floorplan.png
Bar = 20 um. Pins as bars on the die edge. Tap cells in grey.
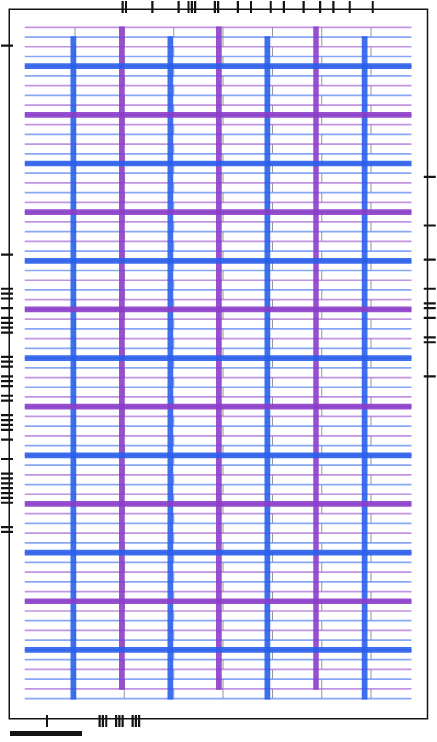
class_map.png
Bar = 20 um.
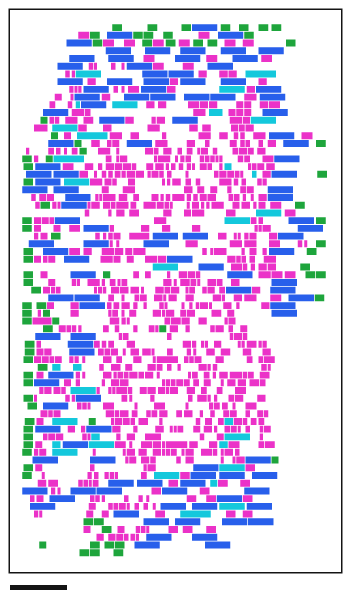
clock_wires.png
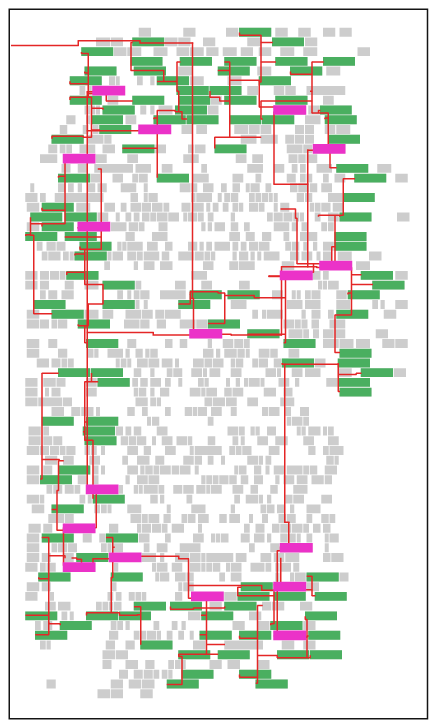
layers.png
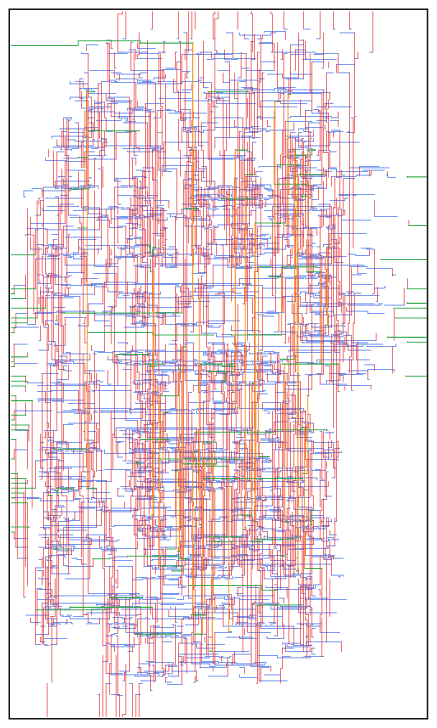
**src/rtl/booth_r4_multiplier_if.sv**
```systemverilog
// ----------------------------------------------------------------------------
// booth_r4_multiplier_if
// Handshake bundle for the iterative radix-4 Booth multiplier.
//
// Parameters:
//   WIDTH          operand width in bits (product is 2*WIDTH bits)
//
// Signals:
//   in_valid_in    producer -> multiplier : operand pair and mode are valid
//   in_ready_out   multiplier -> producer : an operand pair can be accepted
//   x_in           producer -> multiplier : multiplicand
//   y_in           producer -> multiplier : multiplier
//   signed_in      producer -> multiplier : 1 = two's complement, 0 = unsigned
//   result_out     multiplier -> consumer : registered product
//   out_valid_out  multiplier -> consumer : result_out holds a completed product
//   out_ready_in   consumer -> multiplier : consumer takes the product
//
// Modports:
//   master  the side that supplies operands and consumes products
//   slave   the multiplier itself
// ----------------------------------------------------------------------------
interface booth_r4_multiplier_if #(
    parameter int WIDTH = 16
);
    logic                   in_valid_in;
    logic                   in_ready_out;
    logic [WIDTH-1:0]       x_in;
    logic [WIDTH-1:0]       y_in;
    logic                   signed_in;
    logic [2*WIDTH-1:0]     result_out;
    logic                   out_valid_out;
    logic                   out_ready_in;

    modport master (
        output in_valid_in,
        output x_in,
        output y_in,
        output signed_in,
        output out_ready_in,
        input  in_ready_out,
        input  result_out,
        input  out_valid_out
    );

    modport slave (
        input  in_valid_in,
        input  x_in,
        input  y_in,
        input  signed_in,
        input  out_ready_in,
        output in_ready_out,
        output result_out,
        output out_valid_out
    );
endinterface

```
**src/rtl/booth_r4_multiplier.sv**
```systemverilog
// ----------------------------------------------------------------------------
// booth_r4_multiplier
// Iterative radix-4 Booth multiplier. One operand pair is accepted in IDLE,
// WIDTH/2+1 Booth steps run in CALC (one per clock), and the product is held
// in DONE until the consumer takes it. Operations never overlap.
//
// Parameters:
//   WIDTH   operand width, must be even and >= 4; must match the WIDTH of
//           the connected interface instance
//
// Ports:
//   clk     clock, all state changes on the rising edge
//   rst_n   asynchronous active-low reset
//   bus     booth_r4_multiplier_if.slave (operand/product handshakes)
//
// Latency: with acceptance on edge A, out_valid_out rises after edge
// A+ITER. Minimum initiation interval is ITER+2 cycles.
// ----------------------------------------------------------------------------
module booth_r4_multiplier #(
    parameter int WIDTH = 16
) (
    input  logic                    clk,
    input  logic                    rst_n,
    booth_r4_multiplier_if.slave    bus
);

    localparam int ITER  = WIDTH / 2 + 1;      // Booth steps per operation
    localparam int EXT_W = WIDTH + 2;          // operands after sign/zero extension
    localparam int ACC_W = 2 * WIDTH + 4;      // accumulator width
    localparam int CNT_W = $clog2(ITER + 1);

    typedef enum logic [1:0] {
        IDLE = 2'd0,
        CALC = 2'd1,
        DONE = 2'd2
    } state_t;

    state_t                 state_reg;
    state_t                 state_next;

    // mcand_reg holds the extended multiplicand already aligned to the
    // current step (shifted left by 2 each step), so the selected partial
    // product can be added without a variable shifter.
    logic [ACC_W-1:0]       mcand_reg;
    // mplr_reg shifts right by 2 each step so the current Booth triplet is
    // always {mplr_reg[1:0], prev_reg}; prev_reg carries y[2i-1].
    logic [EXT_W-1:0]       mplr_reg;
    logic                   prev_reg;
    logic [ACC_W-1:0]       acc_reg;
    logic [CNT_W-1:0]       cnt_reg;
    logic [2*WIDTH-1:0]     result_reg;

    logic                   accept;
    logic                   last_step;
    logic [EXT_W-1:0]       x_ext;
    logic [EXT_W-1:0]       y_ext;
    logic [ACC_W-1:0]       pp;
    logic [ACC_W-1:0]       acc_sum;

    assign accept    = bus.in_valid_in && (state_reg == IDLE);
    assign last_step = (state_reg == CALC) && (cnt_reg == CNT_W'(1));

    // Two extra bits make an unsigned operand a non-negative two's-complement
    // value, so one signed Booth recoding serves both modes.
    assign x_ext = bus.signed_in ? {{2{bus.x_in[WIDTH-1]}}, bus.x_in} : {2'b00, bus.x_in};
    assign y_ext = bus.signed_in ? {{2{bus.y_in[WIDTH-1]}}, bus.y_in} : {2'b00, bus.y_in};

    // Booth digit selection: 0, +X, +2X, -X, -2X (modulo 2^ACC_W).
    always_comb begin
        pp = '0;
        case ({mplr_reg[1:0], prev_reg})
            3'b001, 3'b010: pp = mcand_reg;
            3'b011:         pp = mcand_reg << 1;
            3'b100:         pp = -(mcand_reg << 1);
            3'b101, 3'b110: pp = -mcand_reg;
            default:        pp = '0;
        endcase
    end

    assign acc_sum = acc_reg + pp;

    // ---------------- FSM: state register ----------------
    always_ff @(posedge clk or negedge rst_n) begin
        if (!rst_n) begin
            state_reg <= IDLE;
        end else begin
            state_reg <= state_next;
        end
    end

    // ---------------- FSM: next-state logic ----------------
    always_comb begin
        state_next = state_reg;
        case (state_reg)
            IDLE:    if (accept)           state_next = CALC;
            CALC:    if (last_step)        state_next = DONE;
            DONE:    if (bus.out_ready_in) state_next = IDLE;
            default:                       state_next = IDLE;
        endcase
    end

    // ---------------- FSM: outputs ----------------
    always_comb begin
        bus.in_ready_out  = (state_reg == IDLE);
        bus.out_valid_out = (state_reg == DONE);
    end

    assign bus.result_out = result_reg;

    // ---------------- Datapath ----------------
    always_ff @(posedge clk or negedge rst_n) begin
        if (!rst_n) begin
            mcand_reg  <= '0;
            mplr_reg   <= '0;
            prev_reg   <= 1'b0;
            acc_reg    <= '0;
            cnt_reg    <= '0;
            result_reg <= '0;
        end else begin
            case (state_reg)
                IDLE: begin
                    if (accept) begin
                        mcand_reg <= {{(ACC_W-EXT_W){x_ext[EXT_W-1]}}, x_ext};
                        mplr_reg  <= y_ext;
                        prev_reg  <= 1'b0;
                        acc_reg   <= '0;
                        cnt_reg   <= CNT_W'(ITER);
                    end
                end
                CALC: begin
                    acc_reg   <= acc_sum;
                    mcand_reg <= mcand_reg << 2;
                    mplr_reg  <= {2'b00, mplr_reg[EXT_W-1:2]};
                    prev_reg  <= mplr_reg[1];
                    cnt_reg   <= cnt_reg - 1'b1;
                    // The final step's sum goes straight to the output so
                    // out_valid_out and a valid result appear together.
                    if (last_step) begin
                        result_reg <= acc_sum[2*WIDTH-1:0];
                    end
                end
                default: begin
                    // DONE: hold everything; result_reg stays stable
                end
            endcase
        end
    end

endmodule
```
**src/flat_wrapper.sv**
```systemverilog
// flat-port wrapper written by rule: the top's interface ports become plain ports
module booth_r4_multiplier_flat 
#(
    parameter int WIDTH = 16
)
  (clk, rst_n, bus_in_valid_in, bus_x_in, bus_y_in, bus_signed_in, bus_out_ready_in, bus_in_ready_out, bus_result_out, bus_out_valid_out);
  booth_r4_multiplier_if #(.WIDTH(WIDTH)) bus_i ();
  input  logic clk;
  input  logic rst_n;
  input wire logic [$bits(bus_i.in_valid_in)-1:0] bus_in_valid_in;
  input wire logic [$bits(bus_i.x_in)-1:0] bus_x_in;
  input wire logic [$bits(bus_i.y_in)-1:0] bus_y_in;
  input wire logic [$bits(bus_i.signed_in)-1:0] bus_signed_in;
  input wire logic [$bits(bus_i.out_ready_in)-1:0] bus_out_ready_in;
  output wire logic [$bits(bus_i.in_ready_out)-1:0] bus_in_ready_out;
  output wire logic [$bits(bus_i.result_out)-1:0] bus_result_out;
  output wire logic [$bits(bus_i.out_valid_out)-1:0] bus_out_valid_out;
  assign bus_i.in_valid_in = bus_in_valid_in;
  assign bus_i.x_in = bus_x_in;
  assign bus_i.y_in = bus_y_in;
  assign bus_i.signed_in = bus_signed_in;
  assign bus_i.out_ready_in = bus_out_ready_in;
  assign bus_in_ready_out = bus_i.in_ready_out;
  assign bus_result_out = bus_i.result_out;
  assign bus_out_valid_out = bus_i.out_valid_out;
  booth_r4_multiplier #(.WIDTH(WIDTH)) u_core (.clk(clk), .rst_n(rst_n), .bus(bus_i));
endmodule
```
**config.mk**
```make
export PLATFORM = sky130hd
export DESIGN_NAME = booth_r4_multiplier_flat
export DESIGN_NICKNAME = d
export VERILOG_FILES = /design/src/rtl/booth_r4_multiplier_if.sv /design/src/rtl/booth_r4_multiplier.sv /design/src/flat_wrapper.sv
export SDC_FILE = /design/constraint.sdc
export NUM_CORES = 1
export LEC_CHECK = 0
export CAP_MARGIN = 10
export CORE_ASPECT_RATIO = 1.75
export CORE_MARGIN = 4
export CORE_UTILIZATION = 41
export CTS_CLUSTER_SIZE = 30
export DETAILED_ROUTE_END_ITERATION = 6
export SYNTH_ARGS = -nofsm -noshare
export SYNTH_HDL_FRONTEND = slang
export SYNTH_SLANG_ARGS = --single-unit
```
**constraint.sdc**
```tcl
create_clock -name clk -period 12.3 [get_ports clk]
set_input_delay 2.46 -clock clk [delete_from_list [all_inputs] [get_ports clk]]
set_output_delay 2.46 -clock clk [all_outputs]
set_load 0.005 [all_outputs]
```
==> ci_impl_report.md <==
## Synthesis and layout report

| Metric | Value |
|---|---|
| Placement Cell Area | `9210 um^2` |
| Area of the multi-input gates | `5070 um^2` |
| Max-cap violations | `0` |
| Top cells by count | `dfrtp_1 (120), nand2_1 (92), o21ai_0 (86), clkbuf_1 (68), a21oi_1 (55)` |
| Ao+oa area frac | `27.2%` |
| Post-Synth XOR/XNOR Area | `6.94%` |
| Post-CTS Setup Repair Bufs | `0` |
| Seq cells post-synth | `120` |
| Most frequent cells in the layout | `dfrtp_1 (120), nand2_1 (92), o21ai_0 (86)` |
| Flop share of the area | `a little under a third` |
| Critical Path Start Type | `flop` |
| Final non-filler cell total | `between 1000 and 1500` |
| Critical path class | `flop to flop` |
| Synth Seq Share | `a little over a third` |
| Reg2Reg Depth | `16` |
| Crit-path slowest cell | `nor2_1` |
| P_clk | `0.538 mW` |
| DRT met1 WL | `roughly 8700 um` |
| Sw Share | `45.6%` |
| Ratio of cells with drive above 1 in the final layout | `9.69%` |
| NetSw | `approximately 1.5 mW` |
| Longest Clk Path Bufs | `2` |
| Final setup fails | `0` |
| Top achievable clock speed | `184 MHz` |
| DIE AREA | `roughly 23000 um^2` |
| Critical path capture point type | `flop` |
| Top cell area share | `35.5%` |
| Avg Cell Area, Syn | `8.97 um^2` |
| DRC Markers | `0` |
| Dpl hpwl | `17000 um` |
| Met3 routed wirelength | `around 850 um` |
| Critical path buffers and inverters | `2` |
| CTS Sinks | `120` |
| # Taps | `248` |
| Pre-CTS setup slack | `7.02 ns` |
| Non-clock buffers | `81` |
| Max-slew headroom | `a little under a fifth` |
| Global Route met1 Usage | `between 20% and 30%` |
| Clock period minus worst slack | `5.43 ns` |
| Largest net degree at the start of global routing | `75` |
| Antenna cell count | `0` |
| GRT Residual Overflow | `0` |
| RSZ-0062 raised after global routing | `false` |
| Signal buf overhead | `under 10%` |
| H-tree depth | `4` |
| Floorplan Utilization | `41.7%` |
| TritonCTS Buffers | `17` |
| Post-synth EDFFs | `0` |
| Outcome | `finished clean` |
| Seq_cells | `120` |
| Ys cells | `between 900 and 1000` |
| Fin. max-slew vios | `0` |
| Endpoints failing hold | `0` |
| Clk pin slew, worst setup/hold paths | `0.06 ns` |
| Reg2reg start | `u_core.prev_reg` |
| Hold Buf Count CTS | `0` |
About floorplan.png:
legend:
  VSS:
    colour: blue
  VDD:
    colour: purple
signal pins: 71
rows: 69
met5 straps: 13
met4 straps: 7
die width: 117 um
worst vdd ir: 0.189 mV

About class_map.png:
legend:
  remaining logic cells:
    colour: magenta
    cells: 737
  remaining buffers and delay cells:
    colour: green
    cells: 81
  clock drivers and dummy loads:
    colour: cyan
    cells: 32
  sequential cells:
    colour: blue
    cells: 120
row cnt: 69
fin util: 48.5%
Core ar.: 20300 um^2
Final Cell Area: 9850 um^2

About clock_wires.png:
legend:
  clock wires:
    colour: red
    length: 1770 um
  clock-net drivers:
    colour: magenta
    count: 17
  flip-flops:
    colour: green
    count: 120
flops lie: widely spread
worst-skew pair later-pin latency: 0.44 ns
Clk pwr share: 16.0%
Layout Skew: 0.0154 ns

About layers.png:
legend:
  M2:
    colour: red
    wire_length: 12600 um
  M3:
    colour: green
    wire_length: 851 um
  M1:
    colour: blue
    wire_length: 8740 um
  M4:
    colour: orange
    wire_length: 1510 um
detailed-route via count: 7365
WL/cell: 19.4 um
all-layer global routing usage: 21.5%

Power is estimated from default activity; no workload was simulated.
